## src/rtl/ram_bus_ctrl.sv

```systemverilog
// ram_bus_ctrl: byte-serial controller between the load buffer / store-commit
// path and an 8-bit RAM port. One load or store at a time, 1-4 byte cycles.
// Optional feature macro: RAM_BUS_FLUSH_ABORT_EN (flush aborts an in-flight
// load immediately instead of letting it drain with its result suppressed).
//
// Handshake: a request is taken at a rising edge where the controller is IDLE
// and rdy_in=1. A store is taken whenever store_en_in=1; a load is taken only
// when load_rdy_out=1 and load_en_in=1. Requesters hold their inputs until
// taken. Results come back as one-cycle registered pulses.
module ram_bus_ctrl #(
  parameter int ROB_W   = 4,
  parameter int TYPE_W  = 6,
  parameter int TYPE_LB  = 1,
  parameter int TYPE_LH  = 2,
  parameter int TYPE_LW  = 3,
  parameter int TYPE_LBU = 4,
  parameter int TYPE_LHU = 5,
  parameter int TYPE_SB  = 6,
  parameter int TYPE_SH  = 7,
  parameter int TYPE_SW  = 8
) (
  input  logic              clk_in,
  input  logic              rst_in,
  input  logic              rdy_in,
  input  logic              rob_flush_in,
  input  logic              load_en_in,
  input  logic [31:0]       load_A_in,
  input  logic [ROB_W-1:0]  load_dest_in,
  input  logic [TYPE_W-1:0] load_inst_type_in,
  output logic              load_rdy_out,
  output logic              load_data_en_out,
  output logic [31:0]       load_data_out,
  input  logic              store_en_in,
  input  logic [31:0]       store_A_in,
  input  logic [31:0]       store_data_in,
  input  logic [TYPE_W-1:0] store_inst_type_in,
  output logic              store_done_out,
  input  logic [7:0]        mem_din,
  output logic [7:0]        mem_dout,
  output logic [31:0]       mem_a,
  output logic              mem_wr,
  output logic [1:0]        dbg_state_out,
  output logic [ROB_W-1:0]  dbg_load_dest_out
);

  localparam logic [TYPE_W-1:0] T_LB  = TYPE_W'(TYPE_LB);
  localparam logic [TYPE_W-1:0] T_LH  = TYPE_W'(TYPE_LH);
  localparam logic [TYPE_W-1:0] T_LBU = TYPE_W'(TYPE_LBU);
  localparam logic [TYPE_W-1:0] T_LHU = TYPE_W'(TYPE_LHU);
  localparam logic [TYPE_W-1:0] T_SB  = TYPE_W'(TYPE_SB);
  localparam logic [TYPE_W-1:0] T_SH  = TYPE_W'(TYPE_SH);

  typedef enum logic [1:0] {ST_IDLE = 2'd0, ST_LOAD = 2'd1, ST_STORE = 2'd2} state_t;

  state_t             state_q, state_d;
  logic [2:0]         cnt_q, cnt_d;
  logic [2:0]         nbytes_q, nbytes_d;
  logic [31:0]        addr_q, addr_d;
  logic [31:0]        wdata_q, wdata_d;
  logic [TYPE_W-1:0]  type_q, type_d;
  logic [31:0]        asm_q, asm_d;
  logic               killed_q, killed_d;
  logic [ROB_W-1:0]   dest_q, dest_d;
  logic               load_en_q, load_en_d;
  logic [31:0]        load_data_q, load_data_d;
  logic               store_done_q, store_done_d;
  logic [1:0]         byte_idx;

  // Word/half/byte size from the instruction type; anything else is a word.
  function automatic logic [2:0] byte_count(input logic [TYPE_W-1:0] t);
    if (t == T_LB || t == T_LBU || t == T_SB) return 3'd1;
    else if (t == T_LH || t == T_LHU || t == T_SH) return 3'd2;
    else return 3'd4;
  endfunction

  // Sign/zero extension of the assembled little-endian value.
  function automatic logic [31:0] extend_load(input logic [31:0] raw,
                                              input logic [TYPE_W-1:0] t);
    logic [31:0] r;
    r = raw;
    if (t == T_LB)       r = {{24{raw[7]}}, raw[7:0]};
    else if (t == T_LH)  r = {{16{raw[15]}}, raw[15:0]};
    else if (t == T_LBU) r = {24'd0, raw[7:0]};
    else if (t == T_LHU) r = {16'd0, raw[15:0]};
    return r;
  endfunction

  // Next-state, byte sequencing, assembly and result pulses.
  always_comb begin
    state_d      = state_q;
    cnt_d        = cnt_q;
    nbytes_d     = nbytes_q;
    addr_d       = addr_q;
    wdata_d      = wdata_q;
    type_d       = type_q;
    asm_d        = asm_q;
    killed_d     = killed_q;
    dest_d       = dest_q;
    load_en_d    = 1'b0;
    load_data_d  = load_data_q;
    store_done_d = 1'b0;
    // Byte k read in cycle k+1 arrives while the counter already reads k+1.
    byte_idx     = cnt_q[1:0] - 2'd1;
    if (rdy_in) begin
      case (state_q)
        ST_IDLE: begin
          if (store_en_in) begin
            state_d  = ST_STORE;
            cnt_d    = 3'd0;
            addr_d   = store_A_in;
            wdata_d  = store_data_in;
            nbytes_d = byte_count(store_inst_type_in);
          end else if (load_en_in && !rob_flush_in) begin
            state_d  = ST_LOAD;
            cnt_d    = 3'd0;
            addr_d   = load_A_in;
            type_d   = load_inst_type_in;
            nbytes_d = byte_count(load_inst_type_in);
            asm_d    = 32'd0;
            killed_d = 1'b0;
            dest_d   = load_dest_in;
          end
        end
        ST_LOAD: begin
`ifdef RAM_BUS_FLUSH_ABORT_EN
          if (rob_flush_in) begin
            state_d = ST_IDLE;
            cnt_d   = 3'd0;
          end else begin
`else
          begin
`endif
            killed_d = killed_q | rob_flush_in;
            if (cnt_q != 3'd0) asm_d[{byte_idx, 3'b000} +: 8] = mem_din;
            if (cnt_q == nbytes_q) begin
              state_d  = ST_IDLE;
              cnt_d    = 3'd0;
              killed_d = 1'b0;
              if (!(killed_q || rob_flush_in)) begin
                load_en_d   = 1'b1;
                load_data_d = extend_load(asm_d, type_q);
              end
            end else begin
              cnt_d = cnt_q + 3'd1;
            end
          end
        end
        ST_STORE: begin
          if (cnt_q == nbytes_q - 3'd1) begin
            state_d      = ST_IDLE;
            cnt_d        = 3'd0;
            store_done_d = 1'b1;
          end else begin
            cnt_d = cnt_q + 3'd1;
          end
        end
        default: begin
          state_d = ST_IDLE;
          cnt_d   = 3'd0;
        end
      endcase
    end
  end

  // State and datapath registers; reset returns everything to IDLE at once.
  always_ff @(posedge clk_in or negedge rst_in) begin
    if (!rst_in) begin
      state_q      <= ST_IDLE;
      cnt_q        <= 3'd0;
      nbytes_q     <= 3'd0;
      addr_q       <= 32'd0;
      wdata_q      <= 32'd0;
      type_q       <= '0;
      asm_q        <= 32'd0;
      killed_q     <= 1'b0;
      dest_q       <= '0;
      load_en_q    <= 1'b0;
      load_data_q  <= 32'd0;
      store_done_q <= 1'b0;
    end else begin
      state_q      <= state_d;
      cnt_q        <= cnt_d;
      nbytes_q     <= nbytes_d;
      addr_q       <= addr_d;
      wdata_q      <= wdata_d;
      type_q       <= type_d;
      asm_q        <= asm_d;
      killed_q     <= killed_d;
      dest_q       <= dest_d;
      load_en_q    <= load_en_d;
      load_data_q  <= load_data_d;
      store_done_q <= store_done_d;
    end
  end

  // RAM port drive: address/data from the byte counter, writes gated by rdy_in.
  always_comb begin
    mem_a    = 32'd0;
    mem_dout = 8'd0;
    mem_wr   = 1'b0;
    if (state_q == ST_STORE) begin
      mem_a    = addr_q + {29'd0, cnt_q};
      mem_dout = wdata_q[{cnt_q[1:0], 3'b000} +: 8];
      mem_wr   = rdy_in;
    end else if (state_q == ST_LOAD && cnt_q != nbytes_q) begin
      mem_a = addr_q + {29'd0, cnt_q};
    end
  end

  assign load_rdy_out      = rst_in && (state_q == ST_IDLE) && !store_en_in && !rob_flush_in;
  assign load_data_en_out  = load_en_q;
  assign load_data_out     = load_data_q;
  assign store_done_out    = store_done_q;
  assign dbg_state_out     = state_q;
  assign dbg_load_dest_out = dest_q;

endmodule

```

## config.mk

```make
export PLATFORM = sky130hd
export DESIGN_NAME = ram_bus_ctrl
export DESIGN_NICKNAME = d
export VERILOG_FILES = /design/src/rtl/ram_bus_ctrl.sv
export SDC_FILE = /design/constraint.sdc
export NUM_CORES = 1
export LEC_CHECK = 0
export CAP_MARGIN = 20
export CORE_MARGIN = 1.5
export CORE_UTILIZATION = 40
export CTS_CLUSTER_SIZE = 16
export DETAILED_ROUTE_END_ITERATION = 10
export PLACE_DENSITY_LB_ADDON = 0.08
export RECOVER_POWER = 25
export SYNTH_ARGS = -nofsm -noshare
export SYNTH_HDL_FRONTEND = slang
export SYNTH_SLANG_ARGS = --single-unit
```

## constraint.sdc

```tcl
create_clock -name clk_in -period 2.7 [get_ports clk_in]
set_input_delay 0.81 -clock clk_in [delete_from_list [all_inputs] [get_ports clk_in]]
set_output_delay 0.81 -clock clk_in [all_outputs]
set_load 0.02 [all_outputs]
```

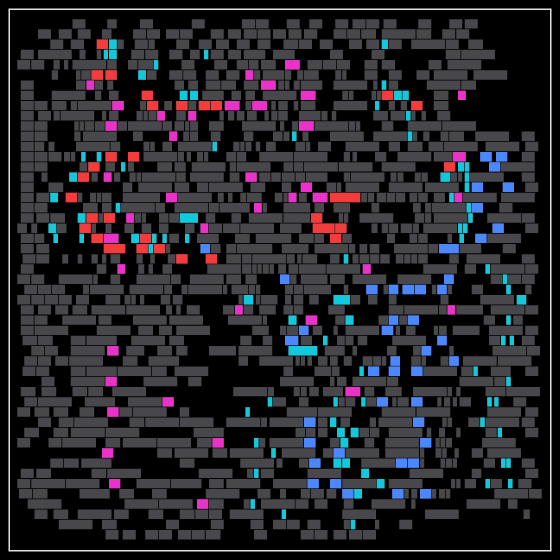
*Gate-type map*
[nor cells] cyan | cells: 88 | where: all over the die
[and/or cells] magenta | cells: 40
[xor and xnor cells] red | cells: 31
[non-inverting ao/oa cells] blue | cells: 44
most numerous logic cell after layout: clkdlybuf4s50_1
logic gate fraction of the total cell area: 35.2%
final cell count without fillers: 1364

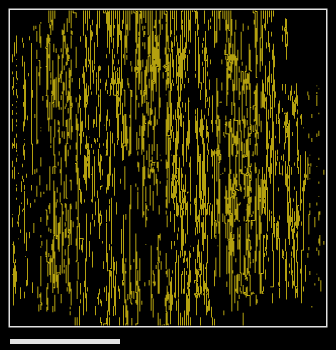
*The metal 2 layer*
Scale bar: 50 um.
longest straight run: 51.0 um
wire length on this layer: 10400 um

==> summary.txt <==
Item: results of the latest flow run.

- Of all nets on the critical path, the largest fanout is 2.
- The global routing report lists met1 layer usage as 29.0%.
- For the finished layout, the period the worst path requires is 3.20 ns.
- The buffer and inverter count on the worst path is 2.
- The post-place setup slack is -0.622 ns.
- The total cells reported by yosys after synthesis is 786.
- Dividing total power by cell area gives a power density of 945 nW/um^2.
- The average wire per cell in the routed design is 15.7 um.
- The post-placement cell area is 11000 sq um.
- For reference, the clock transition at the flip-flops on the worst setup and hold paths is 0.06 ns.
- The final reports fail on capacitance limit, slew limit, setup timing.
- Per the GRT congestion report, total overflow comes to 0.
- Setup repair after global routing could not meet its margin everywhere.
- In the final run the clock tree shows a worst skew of 0.0195 ns.
- The number of buffers inserted by hold repair at cts is 0.
- The routed wirelength on the met1 layer is recorded as 9.64 mm.
- In this run, post-CTS repair resized a total of 202 instances.
- In the log, the iteration count for the first detailed-route pass is 4.
- The class of the tightest hold or removal check is reg -> reg.
- The total non-filler cell area in the finished layout is 12100 sq um.
- The worst setup path endpoint is mem_a[28].
- The cell depth of the worst setup path is 9.
- Per STA, the worst path is made up of ha_4, fa_2, a21o_1, nor2b_4, nand4_1, buf_4, or3_4, a21oi_4, buf_6.
- The remaining number of nets flagged by the antenna check after routing is 0.
- Per the synthesis report, the number of distinct cell types is 53.
- The post-synthesis instance total is 786.
- The transition time at the pin with the least slew margin is 2.05 ns.
- In the synthesized netlist the async set-or-reset flop fraction comes to 100%.
- STA lists the startpoint of the worst hold path as asm_q[9].
- The report lists the number of standard-cell rows as 51.
- The script computed the net switching share of total power as 36.3%.
- The maximum root-to-sink buffer count is 2.
- The number of pins with negative max-slew slack in the final report is 150.
- The static leakage is 5.22 nW.
- The reported clock group power is 2.26 mW.
- Per the run summary, max-cap violations total 1.
- The final weighted congestion recorded by global placement is 0.816.
- In this run, the number of DRC markers left after iteration 0 of detailed routing was 254.
- In the final timing run, aggregate negative setup slack is -14.82 ns.
- The flow ran to the end, but the final reports show violations.
- The fmax is 0.312 GHz.
- On the final layout, the worst hold slack is 0.494 ns.
- The highest metal layer carrying signal wires in the routed design is met4.
- Per report_power, the sequential group accounts for 30.6% of the total.
- The count of input and output buffers is 207.
- The height of the die is 144 um.
- Global routing used 21.5% of the available tracks.
- Global route summary, busiest routing layer listed as met2.
- In this run the register-to-register setup slack is 0.10 ns.
- At floorplan, the net count of the design was reported as 926.
- The worst-case setup margin in the final layout is -0.504 ns.
- On met2, the global router reports a usage of 35.0%.
- The detailed router reports a met3 wire length of 1.03 mm.
- The fraction of final layout cells sized beyond drive strength 1 is 28.8%.
- Endpoints with negative setup slack in the final report add up to 40.
- The kind of start point of the critical path is a flop.
- The via count of the first global-routing pass is 6770.
- The capture instance of the worst register-to-register path is load_data_out[31].
- The critical path arrival is 2.39 ns.
- The antenna diode count is 0.
- The critical path start-end classification is reg -> out.
- The launching instance or port of the critical path is addr_q[0].
- The completed layout was analyzed and its total power is 11.4 mW.
- Sequential power for this build is 3.48 mW.
- The buffer count from post-CTS setup fixing is 16.
- The longest incremental delay of any stage on the critical path is reported as 0.39 ns.
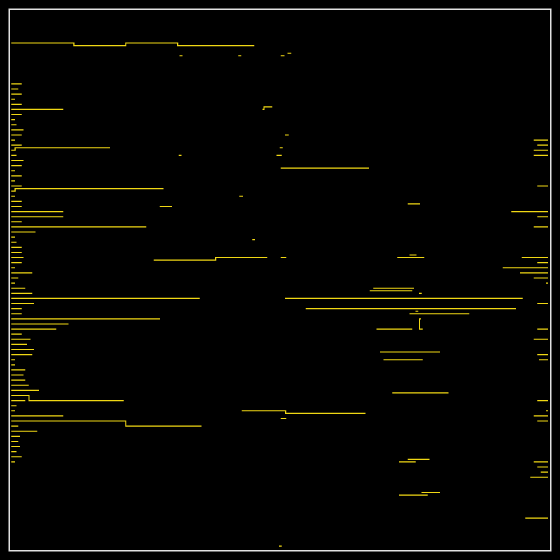
*The metal 3 layer*
main direction: horizontal
longest straight run: 63.0 um

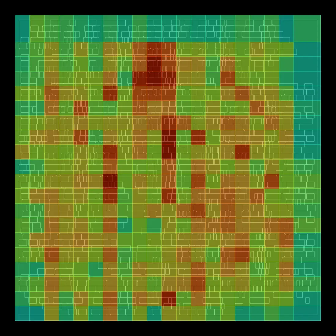
*Track usage over the die*
final cell utilization of the core: 62.0%
Global Route met3 Usage: 4.70%

area by class of cell:
class                   instances  area (sq um)
clock buffers                  19           453
clock inverters                13           118
fillers                      1648          7400
inverters                      21          78.8
multi-input cells             569          4250
flip-flops and latches        149          3730
well taps                     265           332
repair buffers                328          3100
logic make-up (layout without fill, tap and decap cells):
group	count (synthesis)	after routing	synth area share [%]
compound gates	179	179	15.1
xor+xnor	31	31	3.60
fa+ha+maj	14	14	2.30
buf+inv	68	381	3.52
flops	149	149	47.0
mux	85	85	12.7
simple gates	260	260	15.8
synth_stat cells (all sizes together), types with 15 or more instances:
master and instances:
dfrtp 149, nand2 86, nor2 69, o21ai 63
mux2 44, mux2i 33, clkbuf 30, xor2 25
a22o 23, nand3 23, inv 21, a21oi 20
nand4 18, buf 17, a311oi 16, and2 15
Power figures rest on the tool's default switching activity, not on a simulated workload.
